### Placed cells, one colour a class, run 1

Scale: 4 px per µm.
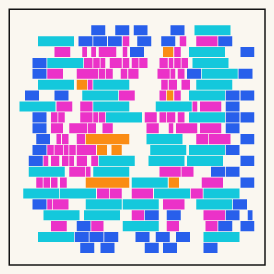
### Clock wiring as the flow saved it, run 1

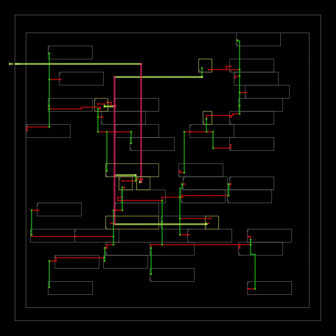
### Cell area per tile, run 1

Scale: 6 px per µm. The die is cut into 6 by 6 equal tiles; black is low, pale yellow is high, 0 to 100% covered.
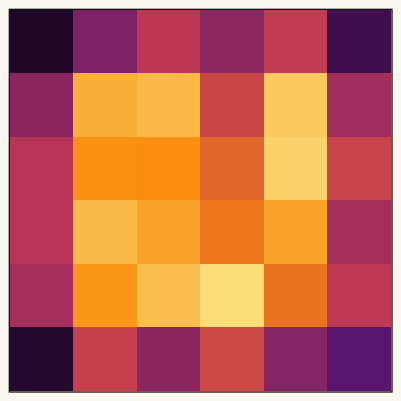
**config.mk**
```make
export PLATFORM = sky130hd
export DESIGN_NAME = instr_fetch
export DESIGN_NICKNAME = d
export VERILOG_FILES = /design/src/rtl/instr_fetch.sv
export SDC_FILE = /design/constraint.sdc
export NUM_CORES = 1
export LEC_CHECK = 0
export CORE_MARGIN = 2
export CORE_UTILIZATION = 49
export DETAILED_ROUTE_END_ITERATION = 16
export HOLD_SLACK_MARGIN = 0.06
export PLACE_DENSITY_LB_ADDON = 0.05
export RECOVER_POWER = 50
export SKIP_CTS_REPAIR_TIMING = 1
export SLEW_MARGIN = 0
export SYNTH_ARGS = -nofsm -noshare
export SYNTH_HDL_FRONTEND = slang
export SYNTH_SLANG_ARGS = --single-unit
```
**constraint.sdc**
```tcl
create_clock -name clk -period 4.3 [get_ports clk]
set_input_delay 0.86 -clock clk [delete_from_list [all_inputs] [get_ports clk]]
set_output_delay 0.86 -clock clk [all_outputs]
set_load 0.02 [all_outputs]
```
**src/rtl/instr_fetch.sv**
```systemverilog
// Instruction fetch unit.
// Reads opcode bytes, plus an optional immediate byte, from 8-bit program
// memory over a req/ack handshake. The opcode/immediate pair is offered to the
// core over a valid/ready handshake, and a taken jump is applied when the core
// accepts the instruction.
module instr_fetch #(
    parameter int                ADDR_W   = 8,
    parameter logic [ADDR_W-1:0] RESET_PC = '0
) (
    input  logic              clk,
    input  logic              rst_n,
    output logic              mem_req,
    output logic [ADDR_W-1:0] mem_addr,
    input  logic              mem_ack,
    input  logic [7:0]        mem_rdata,
    output logic [7:0]        instr,
    output logic [7:0]        imm,
    output logic [ADDR_W-1:0] pc,
    output logic              instr_valid,
    input  logic              instr_ready,
    input  logic              rimm,
    input  logic              pc_src,
    input  logic [ADDR_W-1:0] br_target
);

    typedef enum logic [2:0] {
        IDLE,
        FETCH,
        CHECK,
        IMM,
        ISSUE
    } state_t;

    state_t            state;
    logic [ADDR_W-1:0] fetch_ptr;

    // The read address always follows the fetch pointer; it only matters while mem_req is high.
    assign mem_addr = fetch_ptr;

    // Fetch sequencer. mem_req and instr_valid are flops set for the state being entered,
    // so they always match the registered state and never depend combinationally on inputs.
    always_ff @(posedge clk or negedge rst_n) begin
        if (!rst_n) begin
            state       <= IDLE;
            fetch_ptr   <= RESET_PC;
            pc          <= RESET_PC;
            instr       <= '0;
            imm         <= '0;
            mem_req     <= 1'b0;
            instr_valid <= 1'b0;
        end else begin
            case (state)
                IDLE: begin
                    state   <= FETCH;
                    mem_req <= 1'b1;
                end
                FETCH: begin
                    if (mem_ack) begin
                        instr     <= mem_rdata;
                        pc        <= fetch_ptr;
                        fetch_ptr <= fetch_ptr + ADDR_W'(1);
                        mem_req   <= 1'b0;
                        state     <= CHECK;
                    end
                end
                CHECK: begin
                    // rimm is decoded from the instr register loaded on the previous edge
                    if (rimm) begin
                        mem_req <= 1'b1;
                        state   <= IMM;
                    end else begin
                        imm         <= '0;
                        instr_valid <= 1'b1;
                        state       <= ISSUE;
                    end
                end
                IMM: begin
                    if (mem_ack) begin
                        imm         <= mem_rdata;
                        fetch_ptr   <= fetch_ptr + ADDR_W'(1);
                        mem_req     <= 1'b0;
                        instr_valid <= 1'b1;
                        state       <= ISSUE;
                    end
                end
                ISSUE: begin
                    if (instr_ready) begin
                        // without a jump, fetch_ptr already points past this instruction
                        if (pc_src) begin
                            fetch_ptr <= br_target;
                        end
                        instr_valid <= 1'b0;
                        mem_req     <= 1'b1;
                        state       <= FETCH;
                    end
                end
                default: begin
                    mem_req     <= 1'b0;
                    instr_valid <= 1'b0;
                    state       <= IDLE;
                end
            endcase
        end
    end

endmodule
```
==> run notes, run 1 <==
Notes on the physical design

The number of cells in the yosys synthesis report is 142. According to the timing report, the critical path is captured at mem_addr[2]. There are 37 flip-flops and latches.

The largest cell class by area is registers. The final global-route overflow total is 0. The share of the final layout cell area in multi-input gates is 0.301. According to the timing report, the data required time at the worst endpoint equals 4.50 ns. Of the combinational cells, the family taking the most area is AND-OR/OR-AND gates. At the placement stage, the worst setup path has a slack of 1.61 ns.

According to the hold report, the worst path is of the reg2reg type. The violation count after the first detailed-route iteration is 80. The number of fill cells is 268. The met1 demand-to-capacity share in global routing is 0.285.

The final standard cell count with taps included and fillers excluded is 241. The checks that failed: max-capacitance violations, max-slew violations. The number of maximum-capacitance violations is 2.

The average footprint of a synthesized cell is 12.2 µm². Ranked by power, first place goes to combinational cells. For this run, combinational gates with multiple inputs come to 93. The count of endpoints failing setup in the final report is 0. The async set-reset flop share out of synthesis is 1.00. The fraction of area in non-clock buffers is 0.232. The average wire length per cell after detail routing is 15.0 µm.

The final timing report lists a max-slew violation count of 54. The worst setup skew after layout is 0.0132 ns. The setup total negative slack is 0 ns.

The slowest stage of the critical path belongs to the cell sky130_fd_sc_hd__nor3b_1. The largest vdd supply drop is 0.400 mV. Per the post-run analysis, buffers plus inverters along the critical path come to 0. In this run, synthesis inferred 0 flip-flops with an integrated enable. The most used flip-flop cell after synthesis is sky130_fd_sc_hd__dfrtp_1. The number of primary I/O pins is 56.

The post-place instance area is 2250 µm². The routing layer with the top usage in global route is met2. Overall routing resource usage recorded by global route was 0.199. The number of logged tool warnings is 26. The layout has 5 clock buffers. Data on the critical path arrives at its endpoint at 3.15 ns. The achievable clock frequency is 338 MHz. After detailed routing, the met3 layer carries 198 µm of wire. The flow ran to the end, but the final reports show violations.

The nature of the critical path endpoint is a flop. Per the detail_route report, DRC violations left total 0. In the final layout, excluding clock buffers the buffer count is 55. The detailed-placement wirelength estimate is 2.54 mm. The minimum clock period after layout is 2.96 ns. The portion of the post-synthesis area used by sequential elements is 0.533.
-- 'Placed cells, one colour a class' (at the start) --
orange -> clock drivers and dummy loads  # cells 8
cyan -> flip-flops  # cells 37
blue -> other buffers and delay cells  # cells 55
magenta -> all other logic  # cells 95
Finished Cell Area: 2340 µm²
number of placement rows: 21

-- 'Clock wiring as the flow saved it' (at the start) --
power attributed to the clock group: 296 µW
later-pin clock latency in the skew report: 0.35 ns

-- 'Cell area per tile' (at the start) --
tiles over 75% full = 33%
fullest tile = 93%
mean over tiles = 57%
Layout Utilization: 0.697
floorplan core area: 3360 µm²
Init Core Util: 0.517

### I/O pins on the die edge, run 1

Scale: 6 px per µm. Pins as bars across the die edge, other pins in grey.
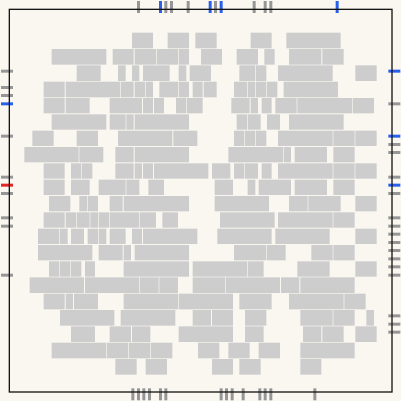

## Run 2: what changed since run 1
--- a/config.mk
+++ b/config.mk
@@ -6,7 +6,7 @@
 export NUM_CORES = 1
 export LEC_CHECK = 0
 export CORE_MARGIN = 2
-export CORE_UTILIZATION = 49
+export CORE_UTILIZATION = 46
 export DETAILED_ROUTE_END_ITERATION = 16
 export HOLD_SLACK_MARGIN = 0.06
 export PLACE_DENSITY_LB_ADDON = 0.05
==> constraint.sdc (replaced) <==
create_clock -name clk -period 2.9 [get_ports clk]
set_input_delay 0.58 -clock clk [delete_from_list [all_inputs] [get_ports clk]]
set_output_delay 0.58 -clock clk [all_outputs]
set_load 0.02 [all_outputs]
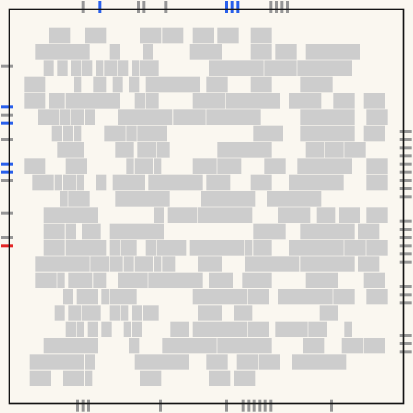
*I/O pins on the die edge, run 2*
Scale: 6 px per µm. Pins as bars across the die edge, other pins in grey.
red -> `instr_ready`  # pins 1, direction input, edge west
blue -> `mem_addr`  # pins 8, direction output, edge 4 west, 4 north
all pins by edge = 21 east, 12 north, 12 south, 11 west
Die X-Extent: 65.5 µm
port bufs: 55
Die Height: 65.5 µm

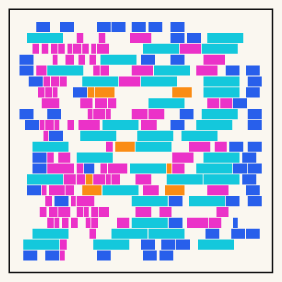
*Placed cells, one colour a class, run 2*
Scale: 4 px per µm.
orange -> clock drivers and dummy loads  # cells 8
cyan -> flip-flops  # cells 37
magenta -> all other logic  # cells 95
blue -> other buffers and delay cells  # cells 56

==> run notes, run 2 <==
Notes on the physical design

The biggest combinational cell group after synthesis was AND-OR/OR-AND gates (unchanged). The number of cells in the yosys synthesis report is 142 (unchanged). The final core utilization is 0.645 (was 0.697). The setup total negative slack is 0 ns (unchanged). The met3 layer wire length in the routed design came to 155 µm (was 198 µm).

The max-slew violation count is 38 (was 54). The count of flip-flops with a built-in enable after synthesis was 0 (unchanged). The detailed-placement wirelength estimate is 2.62 mm (was 2.54 mm).

The average wire length per cell after detail routing came to 14.8 µm (was 15.0 µm). The number of logged tool warnings came to 26 (unchanged). The required time at the endpoint of the critical path is 3.06 ns (was 4.50 ns). The minimum clock period after layout is 2.06 ns. The number of maximum-capacitance violations came to 1 (was 2). The number of design rule violations left after detail routing came to 0 (unchanged). Result of the run: finished, violations left (unchanged).

The most common flop cell mapped by yosys is sky130_fd_sc_hd__dfrtp_1 (unchanged). The top contributor to total power is combinational cells (unchanged). Failing checks: max-capacitance violations, max-slew violations (unchanged).

The insertion delay to the later sink of the worst-skew pair came to 0.28 ns (was 0.35 ns). The post-route cell area came to 2340 µm² (about the same). The core utilization at floorplan came to 0.478 (was 0.517).
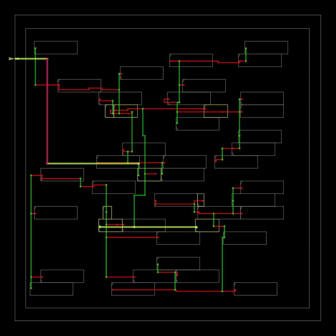
*Clock wiring as the flow saved it, run 2*
number of flip-flops and latches: 37
clock skew: 0.00314 ns
number of clock-tree buffers in the layout: 6

### Cell area per tile, run 2

Scale: 6 px per µm. The die is cut into 7 by 7 equal tiles; black is low, pale yellow is high, 0 to 100% covered.
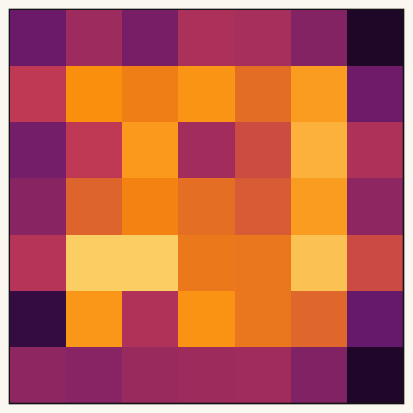

## Run 3: what changed since run 2
--- a/config.mk
+++ b/config.mk
@@ -6,7 +6,7 @@
 export NUM_CORES = 1
 export LEC_CHECK = 0
 export CORE_MARGIN = 2
-export CORE_UTILIZATION = 46
+export CORE_UTILIZATION = 41
 export DETAILED_ROUTE_END_ITERATION = 16
 export HOLD_SLACK_MARGIN = 0.06
 export PLACE_DENSITY_LB_ADDON = 0.05
==> constraint.sdc (replaced) <==
create_clock -name clk -period 1.8 [get_ports clk]
set_input_delay 0.36 -clock clk [delete_from_list [all_inputs] [get_ports clk]]
set_output_delay 0.36 -clock clk [all_outputs]
set_load 0.02 [all_outputs]
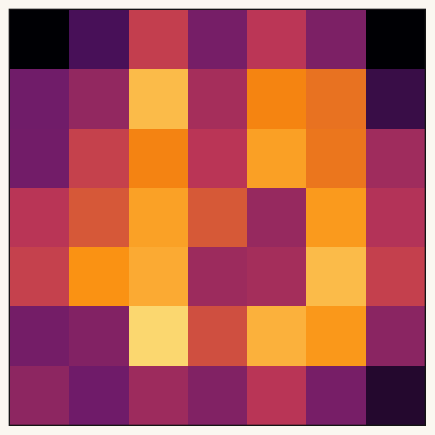
*Cell area per tile, run 3*
Scale: 6 px per µm. The die is cut into 7 by 7 equal tiles; black is low, pale yellow is high, 0 to 100% covered.
emptiest ninth of the die = north-west
mean over tiles = 50%
tiles over 75% full = 20%
fullest tile = 91%
nearly empty tiles = 4.1%
floorplan core area: 4030 µm²
Layout Utilization: 0.604
Init Core Util: 0.431

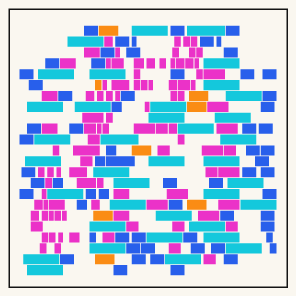
*Placed cells, one colour a class, run 3*
Scale: 4 px per µm.
blue -> other buffers and delay cells  # cells 65
cyan -> flip-flops  # cells 37
magenta -> all other logic  # cells 95
orange -> clock drivers and dummy loads  # cells 8

==> run notes, run 3 <==
Notes on the physical design

The count of endpoints failing setup in the final report came to 0 (unchanged). The required time at the endpoint of the critical path is 1.44 ns (was 3.06 ns). The fraction of area in non-clock buffers is 0.253 (was 0.235). The met1 demand-to-capacity share in global routing came to 0.218 (was 0.247). The detailed-placement wirelength estimate is 2.92 mm (was 2.62 mm). The setup total negative slack is 0 ns (unchanged). The number of logged tool warnings came to 26 (unchanged). The vertical die dimension is 69.1 µm (was 65.5 µm). The share of the final layout cell area in multi-input gates is 0.295 (was 0.306).

The floorplan die width is 69.1 µm (was 65.5 µm). The cell row count came to 23 (was 22). The violation count after the first detailed-route iteration is 68 (was 40). The nature of the critical path endpoint is an output pin (was flop). The insertion delay to the later sink of the worst-skew pair came to 0.29 ns (was 0.28 ns).

The average wire length per cell after detail routing is 15.8 µm (was 14.8 µm). The total routing usage reported by global routing is 0.178 (was 0.186). The post-route cell area is 2430 µm² (was 2340 µm²). The end point of the critical path is mem_addr[3] (was instr[5]). The class of the tightest hold or removal check is in2async (was reg2reg). The final standard cell count with taps included and fillers excluded is 255 (was 244). The most common flop cell mapped by yosys is sky130_fd_sc_hd__dfrtp_1 (unchanged). The layout multi-input combinational cell count came to 93 (unchanged). The post-place instance area is 2350 µm² (was 2260 µm²).

The achievable clock frequency is 571 MHz. The master of the slowest instance on the critical path is sky130_fd_sc_hd__clkdlybuf4s50_1 (unchanged). Result of the run: complete, no violations (was finished, violations left).

The minimum clock period after layout is 1.75 ns. The portion of the post-synthesis area used by sequential elements came to 0.533 (unchanged). The arrival time at the worst endpoint is 1.39 ns (was 2.22 ns). The largest vdd supply drop is 0.914 mV (was 0.618 mV). The number of cells in the yosys synthesis report was 142 (unchanged). The number of design rule violations left after detail routing was 0 (unchanged).

The number of primary I/O pins came to 56 (unchanged).
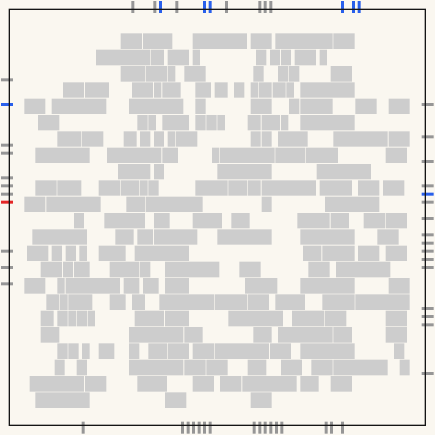
*I/O pins on the die edge, run 3*
Scale: 6 px per µm. Pins as bars across the die edge, other pins in grey.
blue -> `mem_addr`  # pins 8, direction output, edge 6 north, 1 west, 1 east
red -> `instr_ready`  # pins 1, direction input, edge west
all pins by edge = 16 east, 16 south, 13 north, 11 west


## Gallery

Metal layers overlaid.
Scale: 4 px per µm.
panel A
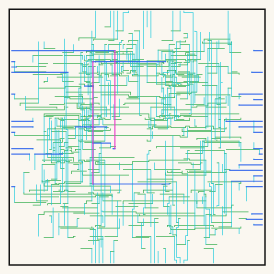
panel B
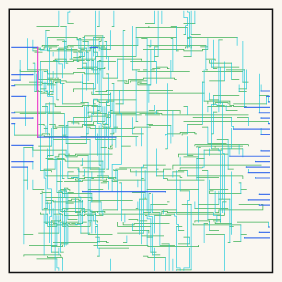
panel C
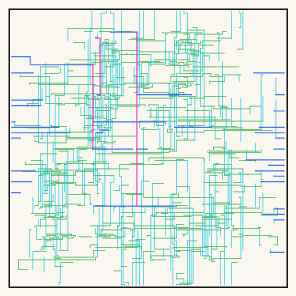
run 1: panel A
run 2: panel B
run 3: panel C

Power figures rest on the tool's default switching activity, not on a simulated workload.
